`config.mk`:
```
export PLATFORM = sky130hd
export DESIGN_NAME = tlb_walker
export DESIGN_NICKNAME = d
export VERILOG_FILES = /design/src/rtl/tlb_walker.sv
export SDC_FILE = /design/constraint.sdc
export NUM_CORES = 1
export LEC_CHECK = 0
export CORE_ASPECT_RATIO = 0.7
export CORE_MARGIN = 2
export CORE_UTILIZATION = 40
export CTS_BUF_LIST = sky130_fd_sc_hd__clkbuf_16
export CTS_CLUSTER_SIZE = 30
export DETAILED_ROUTE_END_ITERATION = 8
export MAX_ROUTING_LAYER = met4
export PLACE_DENSITY = 0.83
export SETUP_SLACK_MARGIN = 0.05
export SYNTH_ARGS = -nofsm -noshare
export SYNTH_HDL_FRONTEND = slang
export SYNTH_SLANG_ARGS = --single-unit
```
`constraint.sdc`:
```
create_clock -name clk -period 3.7 [get_ports clk]
set_input_delay 0.925 -clock clk [delete_from_list [all_inputs] [get_ports clk]]
set_output_delay 0.925 -clock clk [all_outputs]
set_load 0.02 [all_outputs]
```
`src/rtl/tlb_walker.sv`:
```
// tlb_walker: page-table walker shared by the I- and D-TLB. Round-robin grant of
// one miss at a time, single outstanding PTE read, then a TLB refill or a page fault.
module tlb_walker #(
  parameter logic [19:0] PT_BASE = 20'h00000,
  parameter int unsigned CNT_W   = 16
) (
  input  logic             clk,
  input  logic             rst,
  input  logic             itlb_miss,
  input  logic [19:0]      itlb_vpn,
  input  logic             dtlb_miss,
  input  logic [19:0]      dtlb_vpn,
  output logic             mem_req,
  output logic [19:0]      mem_addr,
  input  logic             mem_ack,
  input  logic [31:0]      mem_rdata,
  output logic             itlb_write_en,
  output logic             dtlb_write_en,
  output logic [19:0]      write_vpn,
  output logic [7:0]       write_ppn,
  output logic             fault,
  output logic             fault_is_d,
  output logic [19:0]      fault_vpn,
  output logic             busy,
  output logic [CNT_W-1:0] walk_cnt,
  output logic [CNT_W-1:0] fault_cnt
);

  typedef enum logic [1:0] {
    IDLE  = 2'd0,
    WALK  = 2'd1,
    FILL  = 2'd2,
    FAULT = 2'd3
  } state_t;

  state_t      state_r;
  state_t      state_s;
  logic        cur_d_r;
  logic        last_d_r;
  logic        mask_i_r;
  logic        mask_d_r;
  logic [19:0] cur_vpn_r;
  logic        elig_i_s;
  logic        elig_d_s;
  logic        grant_s;
  logic        grant_d_s;
  logic        pte_ok_s;
  logic        pte_bad_s;
  logic [19:0] pte_off_s;
  logic        unused_bits_s;

  function automatic logic [CNT_W-1:0] sat_inc(input logic [CNT_W-1:0] v);
    if (v == {CNT_W{1'b1}}) begin
      return v;
    end else begin
      return v + {{(CNT_W-1){1'b0}}, 1'b1};
    end
  endfunction

  // The offset keeps only 20 bits so the table address wraps without error.
  assign pte_off_s     = {cur_vpn_r[17:0], 2'b00};
  assign mem_req       = (state_r == WALK);
  assign mem_addr      = mem_req ? (PT_BASE + pte_off_s) : 20'h00000;
  assign busy          = (state_r != IDLE);
  assign unused_bits_s = ^{mem_rdata[30:8], cur_vpn_r[19:18]};

  // Next-state decode, arbitration and PTE classification.
  always_comb begin
    state_s   = state_r;
    grant_s   = 1'b0;
    grant_d_s = 1'b0;
    pte_ok_s  = 1'b0;
    pte_bad_s = 1'b0;
    elig_i_s  = itlb_miss & ~mask_i_r;
    elig_d_s  = dtlb_miss & ~mask_d_r;
    case (state_r)
      IDLE: begin
        if (elig_i_s || elig_d_s) begin
          grant_s   = 1'b1;
          grant_d_s = (elig_i_s && elig_d_s) ? ~last_d_r : elig_d_s;
          state_s   = WALK;
        end else begin
          state_s = IDLE;
        end
      end
      WALK: begin
        if (mem_ack) begin
          if (mem_rdata[31]) begin
            pte_ok_s = 1'b1;
            state_s  = FILL;
          end else begin
            pte_bad_s = 1'b1;
            state_s   = FAULT;
          end
        end else begin
          state_s = WALK;
        end
      end
      FILL:    state_s = IDLE;
      FAULT:   state_s = IDLE;
      default: state_s = IDLE;
    endcase
  end

  // State register, grant bookkeeping and stale-miss masks.
  always_ff @(posedge clk or posedge rst) begin
    if (rst) begin
      state_r   <= IDLE;
      cur_d_r   <= 1'b0;
      cur_vpn_r <= 20'h00000;
      last_d_r  <= 1'b1;
      mask_i_r  <= 1'b0;
      mask_d_r  <= 1'b0;
    end else begin
      state_r <= state_s;
      if (grant_s) begin
        cur_d_r   <= grant_d_s;
        cur_vpn_r <= grant_d_s ? dtlb_vpn : itlb_vpn;
        last_d_r  <= grant_d_s;
      end
      if (state_r == IDLE) begin
        if (grant_s) begin
          mask_i_r <= 1'b0;
          mask_d_r <= 1'b0;
        end else begin
          if (!itlb_miss) mask_i_r <= 1'b0;
          if (!dtlb_miss) mask_d_r <= 1'b0;
        end
      end else if ((state_r == FILL) || (state_r == FAULT)) begin
        if (cur_d_r) mask_d_r <= 1'b1;
        else         mask_i_r <= 1'b1;
      end
    end
  end

  // Refill and fault outputs, registered off the acknowledged PTE.
  always_ff @(posedge clk or posedge rst) begin
    if (rst) begin
      itlb_write_en <= 1'b0;
      dtlb_write_en <= 1'b0;
      write_vpn     <= 20'h00000;
      write_ppn     <= 8'h00;
      fault         <= 1'b0;
      fault_is_d    <= 1'b0;
      fault_vpn     <= 20'h00000;
    end else begin
      itlb_write_en <= pte_ok_s & ~cur_d_r;
      dtlb_write_en <= pte_ok_s & cur_d_r;
      fault         <= pte_bad_s;
      if (pte_ok_s) begin
        write_vpn <= cur_vpn_r;
        write_ppn <= mem_rdata[7:0];
      end
      if (pte_bad_s) begin
        fault_is_d <= cur_d_r;
        fault_vpn  <= cur_vpn_r;
      end
    end
  end

  // Saturating statistics.
  always_ff @(posedge clk or posedge rst) begin
    if (rst) begin
      walk_cnt  <= {CNT_W{1'b0}};
      fault_cnt <= {CNT_W{1'b0}};
    end else begin
      if ((state_r == FILL) || (state_r == FAULT)) walk_cnt <= sat_inc(walk_cnt);
      if (state_r == FAULT) fault_cnt <= sat_inc(fault_cnt);
    end
  end

endmodule

```
Fig. 1: run 1, metal layers overlaid
Drawn at 4 px/µm.
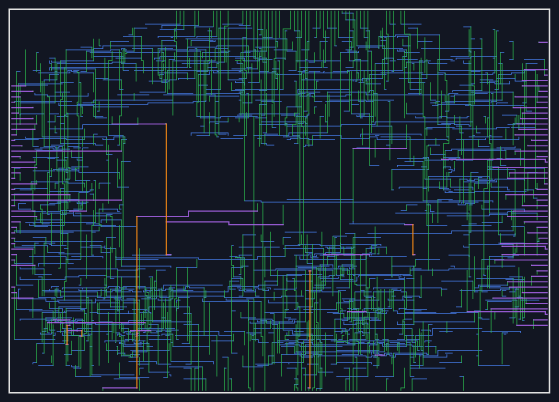
green -> metal 2  # wire length 5220 µm
purple -> metal 3  # wire length 693 µm
blue -> metal 1  # wire length 5130 µm
orange -> metal 4  # wire length 118 µm
WL/cell: 15.8 µm
DRT Wirelength: 11200 µm
GRT Util Overall: 18.1%
total number of vias: 3508

Fig. 2: run 1, gate families picked out
Drawn at 2 px/µm.
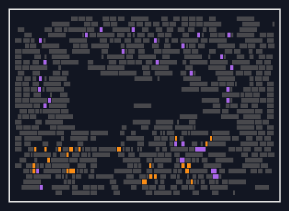
orange -> NOR gates  # cells 23, most used nor2_1
purple -> inverting AOI/OAI gates  # cells 28, most used o21ai_1, where all over the die
Non-Filler Instances: 707
Comb/total area: 28.0%

Fig. 3: run 1, routed clock nets over the placement
Drawn at 2 px/µm.
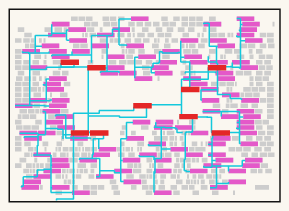
magenta -> flip-flops  # count 110
cyan -> clock wires  # length 1230 µm
red -> clock drivers  # count 9
routed clock nets = 10
Clock Power Share: 17.1%
clk pwr: 0.890 mW
Setup Skew: 4.16 ps
clk latency late pin: 340 ps

==> results.tsv, run 1 <==
metric	value	unit
worst hold slack	462	ps
First DRT Iteration DRCs	98	
XORs/XNORs by Area	5.31	%
outcome	finished clean	
ANT nets after route	0	
register share of total power	38.1	%
post-cts repair resize count	0	
r2r setup slk	1630	ps
row count	33	
DP HPWL	7850	µm
Reg2Reg Depth	4	
dpl cells	691	
CTS root buf	clkbuf_16	
Die W	135	µm
ys flop type	dfrtp_1	
setup violators final	0	
flop share of the area	40.7	%
leading area contributor after synthesis	dfrtp_1	
Synth top cell by count	dfrtp_1	
TritonCTS clock tree	built	
Inverters	5	
slowest CP cell	clkdlybuf4s50_1	
ys async rst share	100	%
Crit. End Element	output pin	
Hold Path End	last_d_r	
IO buf count	157	
#MultiIn Comb	257	
fmax	0.327	GHz
CP arrival	2130	ps
# DRC	0	
sequential area share after synthesis	57.6	%
WP data required	2770	ps
Syn. warnings	0	
critical path cell sequence	nor2b_1, buf_4, and2_1, clkdlybuf4s50_1	
[run 1: how the worst max path moves through the flow]
stage	start	endpoint	slack, ps
after floorplan	rst	cur_d_r	1450
after global placement	itlb_miss	cur_vpn_r[0]	1040
after detailed placement	itlb_miss	cur_vpn_r[2]	970
after CTS	state_r[1]	mem_addr[12]	620
after global routing	state_r[1]	mem_addr[2]	510
final	state_r[1]	mem_addr[12]	640
[run 1: layer usage]
layer  vias up  part of all wire [%]  global-route usage [%]
li1       1664                     -                       -
met1      1711                    46                    24.3
met2       120                    47                    28.1
met3        13                   6.2                    4.15
met4         0                   1.1                    4.74
met5         -                     0                       -
[run 1: registers in the layout, indices dropped and copies added (netlist names), 2 cells and up]
name       flops
walk_cnt      16
fault_cnt     16
cur_vpn_r     20
fault_vpn     20
write_ppn      8
state_r        2
write_vpn     20
==> run 2, diff against run 1 <==
clock period = 2.5 ns   (was 3.7 ns; I/O delays follow)
Fig. 4: run 2, routed clock nets over the placement
Drawn at 2 px/µm.
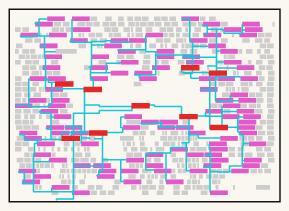
cyan -> clock wires  # length 1250 µm
magenta -> flip-flops  # count 110
red -> clock drivers  # count 9
flops lie = all over the die
Clock Power Share: 18.4%
clk pwr: 1.43 mW
Setup Skew: 7.68 ps

Fig. 5: run 2, metal layers overlaid
Drawn at 4 px/µm.
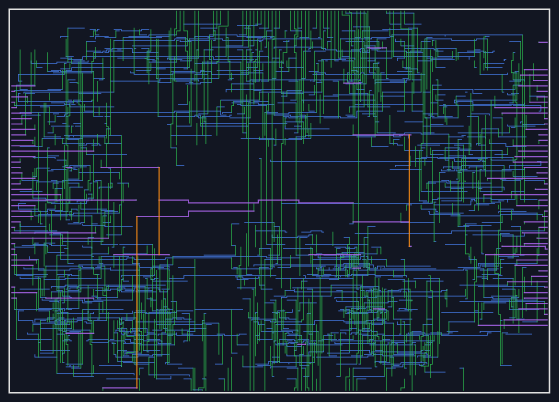
purple -> metal 3  # wire length 703 µm
green -> metal 2  # wire length 5380 µm
blue -> metal 1  # wire length 5260 µm
orange -> metal 4  # wire length 92.5 µm
WL/cell: 16.1 µm
GRT Util Overall: 18.5%
DRT Wirelength: 11400 µm
total number of vias: 3592

==> run 2 against run 1 <==
- non-clock buffer count up 2
- routed wire length rose by 2.5%
- via count rose by 2.4%
- largest cell class unchanged
- critical path type unchanged
- cell area rose by 0.78%
- clock power up 61%
- critical endpoint is now mem_addr[11]
- critical path depth unchanged
- global-route usage is 0.37 points higher
- first-iteration DRC count grew 46%
==> results.tsv, run 2 <==
metric	value	unit	change
Syn. warnings	0		unchanged
Crit. End Element	output pin		
CTS root buf	clkbuf_16		
sequential area share after synthesis	57.6	%	unchanged
Synth top cell by count	dfrtp_1		
ys flop type	dfrtp_1		
r2r setup slk	460	ps	-1170 ps
Reg2Reg Depth	5		+1
setup violators final	0		unchanged
XORs/XNORs by Area	5.31	%	unchanged
worst hold slack	461	ps	-1.25 ps
dpl cells	692		+0.14%
leading area contributor after synthesis	dfrtp_1		
outcome	finished clean		
clk latency late pin	340	ps	about the same
CP arrival	1700	ps	-430 ps
fmax	0.431	GHz	
Hold Path End	last_d_r		
Die W	135	µm	unchanged
WP data required	1880	ps	-890 ps
Critical Path Sink	mem_addr[11]		
Worst Setup SP	state_r[0]		
# DRC	0		unchanged
post-cts repair resize count	22		+22
First DRT Iteration DRCs	143		+46%
[run 2: cell counts after synthesis]
No cell type changed its count.
[run 2: critical path, cell delays in order, from the launching register on]
cell           delay [ps]
dfrtp_1               430
nor2b_2               240
buf_6                 190
and2_1                160
dlygate4sd2_1         330
[run 2: metal layers]
metal  vias to the layer above  routed length (µm)  GRT usage (%)
met4                         0                  92           3.95
li1                       1670                   -              -
met1                      1798                5260           24.9
met2                       116                5380           28.8
met5                         -                   0              -
met3                         8                 702           4.47
[run 2: layout make-up]
cell class	instances	area, µm²	share of cell area, %
clock buffer	9	225	3.30
clock inverter	7	72.6	1.06
inverter	5	22.5	0.330
multi-input combinational	257	1900	27.9
sequential	110	2750	40.4
tap	157	196	2.88
timing repair buffer	164	1650	24.2
==> run 3, diff against run 2 <==
SKIP_LAST_GASP = 1   (was unset)
Fig. 6: run 3, gate families picked out
Drawn at 2 px/µm.
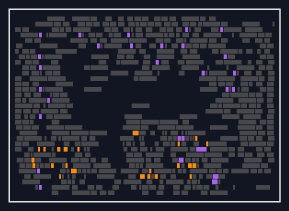
purple -> inverting AOI/OAI gates  # cells 28, most used o21ai_1, where all over the die
orange -> NOR gates  # cells 23, most used nor2_1
Non-Filler Instances: 709
most used logic cell in the final layout: clkdlybuf4s50_1
Comb/total area: 27.9%

Fig. 7: run 3, routed clock nets over the placement
Drawn at 2 px/µm.
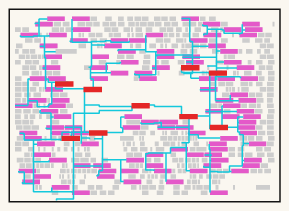
cyan -> clock wires  # length 1250 µm
red -> clock drivers  # count 9
magenta -> flip-flops  # count 110
routed clock nets = 10
Setup Skew: 7.83 ps

==> run 3 against run 2 <==
- clock power is essentially flat
- flip-flop count unchanged
- total power shrank 0.10%
- via count down 0.45%
- final cell count stayed put
- critical path type unchanged
- highest routed layer unchanged
==> results.tsv, run 3 <==
metric	value	unit	change
outcome	finished clean		
Clock Power Share	18.4	%	about the same
critical path cell sequence	nor2b_2, buf_4, and2_1, dlygate4sd2_1		
Final clock-cell share	4.37	%	about the same
CTS root buf	clkbuf_16		
Flop Count	110		unchanged
GRT Util Overall	18.5	%	about the same
Crit. End Element	output pin		
Inverters	5		unchanged
Reg2Reg Depth	5		unchanged
GR Util met3	4.47	%	unchanged
dpl cells	692		unchanged
WP data required	1880	ps	about the same
slowest CP cell	dfrtp_1		
setup violators final	0		unchanged
CP arrival	1730	ps	+30 ps
#MultiIn Comb	257		unchanged
busiest grt layer	met2		
flop share of the area	40.4	%	about the same
WL met2	5380	µm	about the same
Worst Path Buf+Inv	2		unchanged
r2r setup slk	460	ps	about the same
non-clock buffer share of cell area	24.1	%	-0.042 points
WL/cell	16.1	µm	about the same
Max stage delay on crit path	430	ps	about the same
Crit. path cell count	4		unchanged
sequential area share after synthesis	57.6	%	unchanged
top layer used by detailed routing	met4		
post-cts repair resize count	21		-4.5%
Leading cell kind	sequential cells		
total number of vias	3576		-0.45%
run 3: cell families (layout without fill, tap and decap cells):
kind of cell / after synthesis / in the layout / share of synthesized area [%]
other: 1 / 2 / 0.0784
buffers and inverters: 24 / 185 / 2.85
flip-flops: 110 / 110 / 57.6
XOR/XNOR: 29 / 29 / 5.31
multiplexers: 71 / 71 / 16.2
AND-OR/OR-AND: 32 / 32 / 4.08
adder cells (fa/ha/maj): 2 / 2 / 0.523
AND/OR/NAND/NOR: 121 / 121 / 13.4
run 3: worst paths after layout:
check	startpoint	to
min in group asynchronous	rst	walk_cnt[9]
setup reg to reg	state_r[1]	cur_vpn_r[2]
max in group asynchronous	rst	write_vpn[18]
setup / recovery	state_r[0]	mem_addr[2]
hold / removal	last_d_r	last_d_r
hold reg to reg	last_d_r	last_d_r
Power figures rest on the tool's default switching activity, not on a simulated workload.
